$ cat src/rtl/reg_seq_pkg.sv
// -----------------------------------------------------------------------------
// reg_seq_pkg
//   Definitions shared by the register write sequencer and its command FIFO:
//   opcode encodings, FSM state type, the packed command record and a
//   saturating-increment helper for the error counter.
// -----------------------------------------------------------------------------
package reg_seq_pkg;

  localparam int ADDR_W = 2;  // register file address width
  localparam int DATA_W = 8;  // register file data width
  localparam int ERR_W  = 8;  // dropped-command counter width

  typedef enum logic [1:0] {
    OP_WRITE = 2'd0,
    OP_FILL  = 2'd1,
    OP_CLEAR = 2'd2,
    OP_RSVD  = 2'd3
  } op_e;

  typedef enum logic {
    ST_IDLE  = 1'b0,
    ST_SWEEP = 1'b1
  } state_e;

  typedef struct packed {
    op_e               op;
    logic [ADDR_W-1:0] addr;
    logic [DATA_W-1:0] data;
  } cmd_t;

  localparam int CMD_W = $bits(cmd_t);

  // Increment that sticks at all-ones instead of wrapping.
  function automatic logic [ERR_W-1:0] sat_inc(input logic [ERR_W-1:0] v);
    return (&v) ? v : v + ERR_W'(1);
  endfunction

endpackage

$ cat src/rtl/cmd_fifo.sv
// -----------------------------------------------------------------------------
// cmd_fifo
//   Circular-buffer FIFO with wrapping read/write pointers and an explicit
//   occupancy counter. Head data is presented combinationally (show-ahead).
//
// Ports
//   clk, reset_n   clock, asynchronous active-low reset
//   push           write push_data when not full (ignored when full)
//   push_data      WIDTH-bit entry to store
//   pop            discard head entry when not empty (ignored when empty)
//   pop_data       current head entry
//   full, empty    status derived from the registered level only
//   level          number of entries held, 0..DEPTH
// -----------------------------------------------------------------------------
module cmd_fifo #(
  parameter int DEPTH = 4,  // power of two, >= 2
  parameter int WIDTH = 8
) (
  input  logic                     clk,
  input  logic                     reset_n,
  input  logic                     push,
  input  logic [WIDTH-1:0]         push_data,
  input  logic                     pop,
  output logic [WIDTH-1:0]         pop_data,
  output logic                     full,
  output logic                     empty,
  output logic [$clog2(DEPTH):0]   level
);

  localparam int PTR_W = $clog2(DEPTH);
  localparam logic [PTR_W-1:0] PTR_ONE  = PTR_W'(1);
  localparam logic [PTR_W:0]   LVL_ONE  = (PTR_W + 1)'(1);
  localparam logic [PTR_W:0]   LVL_FULL = (PTR_W + 1)'(DEPTH);

  logic [WIDTH-1:0] mem_q [DEPTH];

  logic [PTR_W-1:0] wr_ptr_q, wr_ptr_d;
  logic [PTR_W-1:0] rd_ptr_q, rd_ptr_d;
  logic [PTR_W:0]   level_q,  level_d;
  logic             push_ok, pop_ok;

  // Status comes from the registered level only, so cmd_ready upstream never
  // depends combinationally on a same-cycle pop.
  assign full     = (level_q == LVL_FULL);
  assign empty    = (level_q == '0);
  assign level    = level_q;
  assign pop_data = mem_q[rd_ptr_q];

  assign push_ok = push && !full;
  assign pop_ok  = pop  && !empty;

  // NOTE: every variable is given a default before any branch so that no
  // path leaves it unassigned; a missing default would infer a latch.
  always_comb begin
    wr_ptr_d = wr_ptr_q;
    rd_ptr_d = rd_ptr_q;
    level_d  = level_q;
    // DEPTH is a power of two, so the pointers wrap by plain overflow.
    if (push_ok) wr_ptr_d = wr_ptr_q + PTR_ONE;
    if (pop_ok)  rd_ptr_d = rd_ptr_q + PTR_ONE;
    case ({push_ok, pop_ok})
      2'b10:   level_d = level_q + LVL_ONE;
      2'b01:   level_d = level_q - LVL_ONE;
      default: level_d = level_q;  // idle, or push and pop cancel out
    endcase
  end

  // NOTE: state registers use non-blocking assignments so every flop samples
  // the pre-edge values regardless of statement order between blocks.
  always_ff @(posedge clk or negedge reset_n) begin
    if (!reset_n) begin
      wr_ptr_q <= '0;
      rd_ptr_q <= '0;
      level_q  <= '0;
    end else begin
      wr_ptr_q <= wr_ptr_d;
      rd_ptr_q <= rd_ptr_d;
      level_q  <= level_d;
    end
  end

  // NOTE: the storage array has no reset; entries are only ever read after
  // being written, and leaving it unreset lets it map onto plain RAM/regs
  // without a reset tree.
  always_ff @(posedge clk) begin
    if (push_ok) mem_q[wr_ptr_q] <= push_data;
  end

endmodule

$ cat src/rtl/reg_write_sequencer.sv
// -----------------------------------------------------------------------------
// reg_write_sequencer
//   Command front-end for a small register file. Accepts WRITE / FILL / CLEAR
//   commands over valid/ready, buffers them in cmd_fifo and sequences them
//   into the single registered write port, at most one write per cycle.
//   FILL/CLEAR sweep addresses 0..NUM_REGS-1 on consecutive cycles. Illegal
//   commands (WRITE to an out-of-range address, reserved opcode) are dropped
//   and counted in a saturating error counter.
//
// Ports
//   clk, reset_n                    clock, asynchronous active-low reset
//   cmd_valid / cmd_ready           command handshake (ready = FIFO not full)
//   cmd_op, cmd_addr, cmd_data      command fields
//   write_enable/_address/_data     registered register-file write port
//   busy                            sweep in progress or commands pending
//   fifo_level                      entries held in the command FIFO
//   err_count                       dropped commands, saturates at 255
// -----------------------------------------------------------------------------
module reg_write_sequencer
  import reg_seq_pkg::*;
#(
  parameter int DEPTH    = 4,  // power of two, >= 2
  parameter int NUM_REGS = 3   // 1..4
) (
  input  logic                   clk,
  input  logic                   reset_n,
  input  logic                   cmd_valid,
  output logic                   cmd_ready,
  input  logic [1:0]             cmd_op,
  input  logic [ADDR_W-1:0]      cmd_addr,
  input  logic [DATA_W-1:0]      cmd_data,
  output logic                   write_enable,
  output logic [ADDR_W-1:0]      write_address,
  output logic [DATA_W-1:0]      write_data,
  output logic                   busy,
  output logic [$clog2(DEPTH):0] fifo_level,
  output logic [ERR_W-1:0]       err_count
);

  localparam logic [ADDR_W-1:0] LAST_ADDR = ADDR_W'(NUM_REGS - 1);
  localparam logic [ADDR_W-1:0] ADDR_ONE  = ADDR_W'(1);

  // ---------------------------------------------------------------------------
  // Command FIFO
  // ---------------------------------------------------------------------------
  cmd_t             push_cmd;
  cmd_t             head;
  logic [CMD_W-1:0] head_raw;
  logic             fifo_full;
  logic             fifo_empty;
  logic             pop;

  assign push_cmd = '{op: op_e'(cmd_op), addr: cmd_addr, data: cmd_data};
  assign head     = cmd_t'(head_raw);

  cmd_fifo #(
    .DEPTH (DEPTH),
    .WIDTH (CMD_W)
  ) u_cmd_fifo (
    .clk       (clk),
    .reset_n   (reset_n),
    .push      (cmd_valid && cmd_ready),
    .push_data (push_cmd),
    .pop       (pop),
    .pop_data  (head_raw),
    .full      (fifo_full),
    .empty     (fifo_empty),
    .level     (fifo_level)
  );

  assign cmd_ready = !fifo_full;

  // ---------------------------------------------------------------------------
  // Sequencer state
  // ---------------------------------------------------------------------------
  state_e            state_q,      state_d;
  logic [ADDR_W-1:0] sweep_cnt_q,  sweep_cnt_d;   // next address to sweep
  logic [DATA_W-1:0] sweep_data_q, sweep_data_d;  // data for the whole sweep
  logic              wen_q,        wen_d;
  logic [ADDR_W-1:0] waddr_q,      waddr_d;
  logic [DATA_W-1:0] wdata_q,      wdata_d;
  logic [ERR_W-1:0]  err_q,        err_d;

  always_comb begin
    state_d      = state_q;
    sweep_cnt_d  = sweep_cnt_q;
    sweep_data_d = sweep_data_q;
    wen_d        = 1'b0;      // strobe: low unless a write is issued
    waddr_d      = waddr_q;   // address/data hold between writes
    wdata_d      = wdata_q;
    err_d        = err_q;
    pop          = 1'b0;

    unique case (state_q)
      ST_IDLE: begin
        if (!fifo_empty) begin
          pop = 1'b1;
          unique case (head.op)
            OP_WRITE: begin
              if (head.addr <= LAST_ADDR) begin
                wen_d   = 1'b1;
                waddr_d = head.addr;
                wdata_d = head.data;
              end else begin
                err_d = sat_inc(err_q);
              end
            end
            OP_FILL, OP_CLEAR: begin
              // Address 0 is issued on the pop edge itself, so the sweep
              // continues from address 1 and costs exactly NUM_REGS cycles.
              sweep_data_d = (head.op == OP_FILL) ? head.data : '0;
              wen_d        = 1'b1;
              waddr_d      = '0;
              wdata_d      = sweep_data_d;
              sweep_cnt_d  = ADDR_ONE;
              if (LAST_ADDR != '0) state_d = ST_SWEEP;
            end
            default: begin
              err_d = sat_inc(err_q);
            end
          endcase
        end
      end

      ST_SWEEP: begin
        // No pop here; the next command is popped on the edge after the
        // final sweep write, leaving no idle gap.
        wen_d       = 1'b1;
        waddr_d     = sweep_cnt_q;
        wdata_d     = sweep_data_q;
        sweep_cnt_d = sweep_cnt_q + ADDR_ONE;
        if (sweep_cnt_q == LAST_ADDR) state_d = ST_IDLE;
      end

      default: state_d = ST_IDLE;
    endcase
  end

  always_ff @(posedge clk or negedge reset_n) begin
    if (!reset_n) begin
      state_q      <= ST_IDLE;
      sweep_cnt_q  <= '0;
      sweep_data_q <= '0;
      wen_q        <= 1'b0;
      waddr_q      <= '0;
      wdata_q      <= '0;
      err_q        <= '0;
    end else begin
      state_q      <= state_d;
      sweep_cnt_q  <= sweep_cnt_d;
      sweep_data_q <= sweep_data_d;
      wen_q        <= wen_d;
      waddr_q      <= waddr_d;
      wdata_q      <= wdata_d;
      err_q        <= err_d;
    end
  end

  assign write_enable  = wen_q;
  assign write_address = waddr_q;
  assign write_data    = wdata_q;
  assign err_count     = err_q;
  assign busy          = (state_q != ST_IDLE) || !fifo_empty;

endmodule

$ cat config.mk
export PLATFORM = sky130hd
export DESIGN_NAME = reg_write_sequencer
export DESIGN_NICKNAME = d
export VERILOG_FILES = /design/src/rtl/reg_seq_pkg.sv /design/src/rtl/cmd_fifo.sv /design/src/rtl/reg_write_sequencer.sv
export SDC_FILE = /design/constraint.sdc
export NUM_CORES = 1
export LEC_CHECK = 0
export CAP_MARGIN = 5
export CORE_UTILIZATION = 45
export DETAILED_ROUTE_END_ITERATION = 8
export PLACE_DENSITY = 0.72
export REMOVE_ABC_BUFFERS = 1
export SLEW_MARGIN = 20
export SYNTH_ARGS = -nofsm -noshare
export SYNTH_HDL_FRONTEND = slang
export SYNTH_SLANG_ARGS = --single-unit
$ cat constraint.sdc
create_clock -name clk -period 3.5 [get_ports clk]
set_input_delay 0.875 -clock clk [delete_from_list [all_inputs] [get_ports clk]]
set_output_delay 0.875 -clock clk [all_outputs]
set_load 0.01 [all_outputs]
flops_by_reg.png
Other sequential cells in the stronger grey, the rest of the logic in the fainter grey.
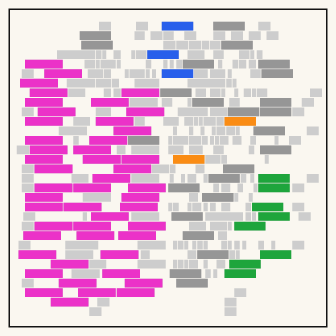
legend:
  magenta:
    signal: u_cmd_fifo.mem_q
    placed_flops: 48
  blue:
    signal: u_cmd_fifo.level
    placed_flops: 3
  orange:
    signal: sweep_cnt_q
    placed_flops: 2
  green:
    signal: write_data
    placed_flops: 8
not coloured: 24
FF+latch area: 2367 um2
flop share of the area: 56.09%
Seq group: 1.57 mW

io_fan.png
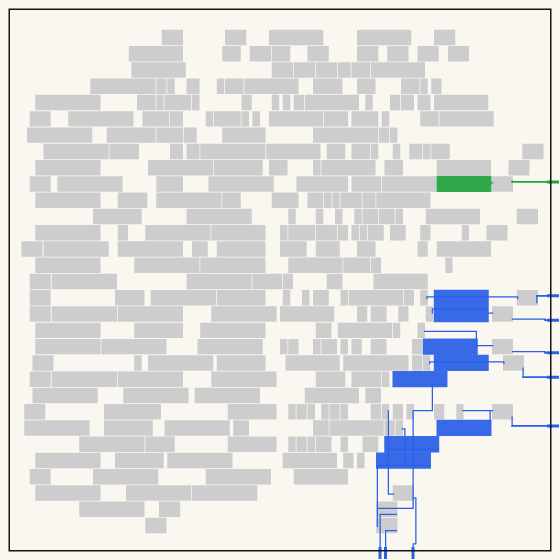
legend:
  blue:
    port: write_data
    bits: 8
    direction: output
    edge: 5 right, 3 bottom
    end_cells: 8
    buffers: 8
    wire: 193 um
  green:
    port: write_enable
    bits: 1
    direction: output
    edge: right
    end_cells: 1
    buffers: 1
    wire: 6.70 um
I/O pins: 39
PortBufs: 38

==> results.sh <==
# implementation run metrics
export IMPL_clk_pin_slew_ns=0.08
export IMPL_top_register="u_cmd_fifo.mem_q"
export IMPL_tns_ns=0
export IMPL_rrSetupSlack_ns=0.88
export IMPL_wl_met1_um=2746
export IMPL_final_cell_area_um2=4220
export IMPL_cp_arrival_ns=1.96
export IMPL_antenna_found_initial=0
export IMPL_criticalPathCategory="reg -> out"
export IMPL_track_usage_pct=16.02
export IMPL_largest_reg_flops=48
export IMPL_worstRegToRegCells=7
export IMPL_warning_count=30
export IMPL_yosysWarnings=0
export IMPL_whs_ns=0.4814
export IMPL_slew_headroom_pct=45.94
export IMPL_powerDensity_nw_per_um2=910.3
export IMPL_intPower_mw=2.519
export IMPL_cts_buffers=9
export IMPL_max_stage_delay_ns=0.54
export IMPL_cts_buffer_depth=2
export IMPL_hold_buffers=0
export IMPL_drt_initial_drc_count=129
export IMPL_r2r_end="write_data[3]$_DFFE_PN0P_"
export IMPL_status="finished, final reports clean"
export IMPL_comb_cell_power_mw=1.46
export IMPL_fin_crit_ns=2.832
export IMPL_totalWireLength_um=5850
export IMPL_place_ws_ns=0.5562
export IMPL_die_y_um=90.28
export IMPL_synth_seq_cells=85
export IMPL_wl_met3_um=208
export IMPL_min_from="sweep_cnt_q[0]$_DFFE_PN0P_"
export IMPL_std_cell_rows=31
export IMPL_max_freq_mhz=353.2
export IMPL_worstPathRequired_ns=2.62
export IMPL_path_delay_family="simple AND/OR/NAND/NOR gates"
export IMPL_fin_cells=384
export IMPL_edf_count=48
export IMPL_skew_ns=0.01012
export IMPL_cp_cell_sequence="nor3_1 > nand2_1 > clkdlybuf4s50_1"
export IMPL_top_cell="edfxtp_1"
export IMPL_die_w_um=90.28
export IMPL_final_max_slew_viol_count=0
export IMPL_vias_per_cell=5.102
export IMPL_globalRouteMet3Util_pct=3.030
export IMPL_placedCellCount=368
export IMPL_core_area_um2=7408
export IMPL_critPathBufInv=1
export IMPL_htreeDepth=3
export IMPL_grt_first_pass_wirelength_um=9970
export IMPL_cts_sinks=85
export IMPL_ctsResizeCount=0
export IMPL_synthFlopType="edfxtp_1"
export IMPL_tightest_slew_ns=0.8109
export IMPL_grt_pass1_vias=1996
export IMPL_ir_worst_vdd_mv=0.3677
export IMPL_p_clk_uw=813
export IMPL_insertion_delay_ns=0.35
export IMPL_switchingPower_mw=1.323
export IMPL_dp_hpwl_um=3977
export IMPL_seq_power_share_pct=40.8
export IMPL_hold_viol_final=0
export IMPL_common_cells="48 x edfxtp_1, 37 x dfrtp_1, 36 x nand2_1"
export IMPL_route_antenna_remaining_nets=0
export IMPL_p_leak_nw=1.606
export IMPL_yosysTopAreaCellShare_pct=41.10
export IMPL_root_buffer="clkbuf_8"
export IMPL_cp_end_kind="output port"
export IMPL_pwr_share_comb_pct=38.0
export IMPL_met2_length_um=2811
export IMPL_synth_area_um2=3507
export IMPL_top_area_cell="edfxtp_1"
export IMPL_synth_seq_share_pct=67.50
export IMPL_post_cts_setup_buffers=0
export IMPL_overflow=0
export IMPL_syn_inst=237
export IMPL_finalWorstSetupSlack_ns=0.6684
metal_density.png
The die is cut into 18 by 18 equal tiles; black is low, pale yellow is high, scaled to the fullest tile. Values are wire area over tile area, all layers added.
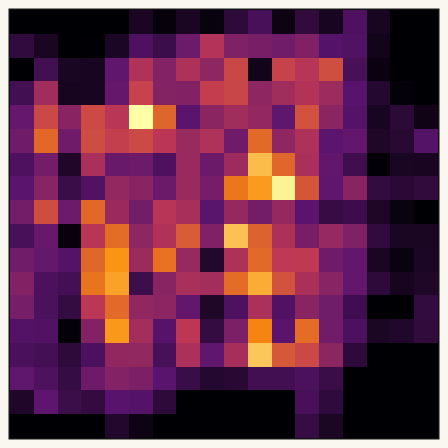
mean over tiles: 0.11
nearly empty tiles: 16%
densest ninth of the die: centre
vias post-DR: 1959
WL per Instance: 15.23 um

placement.png
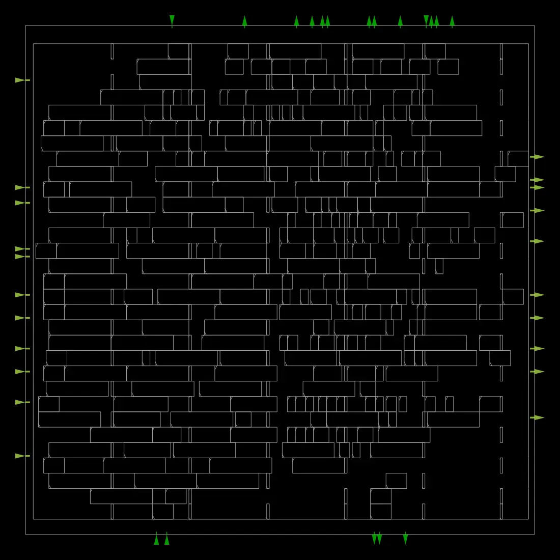
post-layout util: 56.97%
fillers: 597

## placed cells by master (no fill, tap or decap), drive strengths merged, types with 3 or more instances in the layout
master / instances
a22oi: 10
and3: 5
buf: 3
bufinv: 3
clkbuf: 10
clkdlybuf4s50: 37
dfrtp: 37
edfxtp: 48
ha: 10
inv: 11
mux4: 12
nand2: 36
nand4: 3
nor2: 7
o21ai: 21
xnor2: 9
xor2: 4
## layout make-up
| type | instances | area [um2] |
|---|---|---|
| clock buffer | 10 | 127.6 |
| clock inverter | 6 | 111.4 |
| fill | 597 | 3188 |
| inverter | 11 | 41.29 |
| multi-input combinational | 133 | 1059 |
| sequential | 85 | 2367 |
| tap | 99 | 123.9 |
| timing repair buffer | 40 | 390.4 |
## cells by family after synthesis
kind of cell	share of synthesized area [%]
DFF	67.50
and+or+nand+nor	7.457
AOI/OAI and AO/OA	6.565
buffers and inverters	2.390
muxes	8.705
xor gates and xnor gates	3.247
adders and majority gates	4.138
## worst max-delay path by stage
stage / from / end / slack, ns / depth (start not counted)
2_1_floorplan: u_cmd_fifo.rd_ptr_q[0]$_DFFE_PN0P_ / write_address[0]$_DFFE_PN0P_ / 0.67 / 7
3_3_place_gp: u_cmd_fifo.rd_ptr_q[0]$_DFFE_PN0P_ / write_data[4]$_DFFE_PN0P_ / 0.69 / 7
3_5_place_dp: u_cmd_fifo.rd_ptr_q[0]$_DFFE_PN0P_ / write_data[1]$_DFFE_PN0P_ / 0.56 / 7
4_1_cts: u_cmd_fifo.rd_ptr_q[0]$_DFFE_PN0P_ / write_data[3]$_DFFE_PN0P_ / 0.54 / 7
5_1_grt: u_cmd_fifo.level[0]$_DFFE_PN0P_ / busy / 0.54 / 3
6_report: u_cmd_fifo.level[0]$_DFFE_PN0P_ / busy / 0.67 / 3
Power figures rest on the tool's default switching activity, not on a simulated workload.
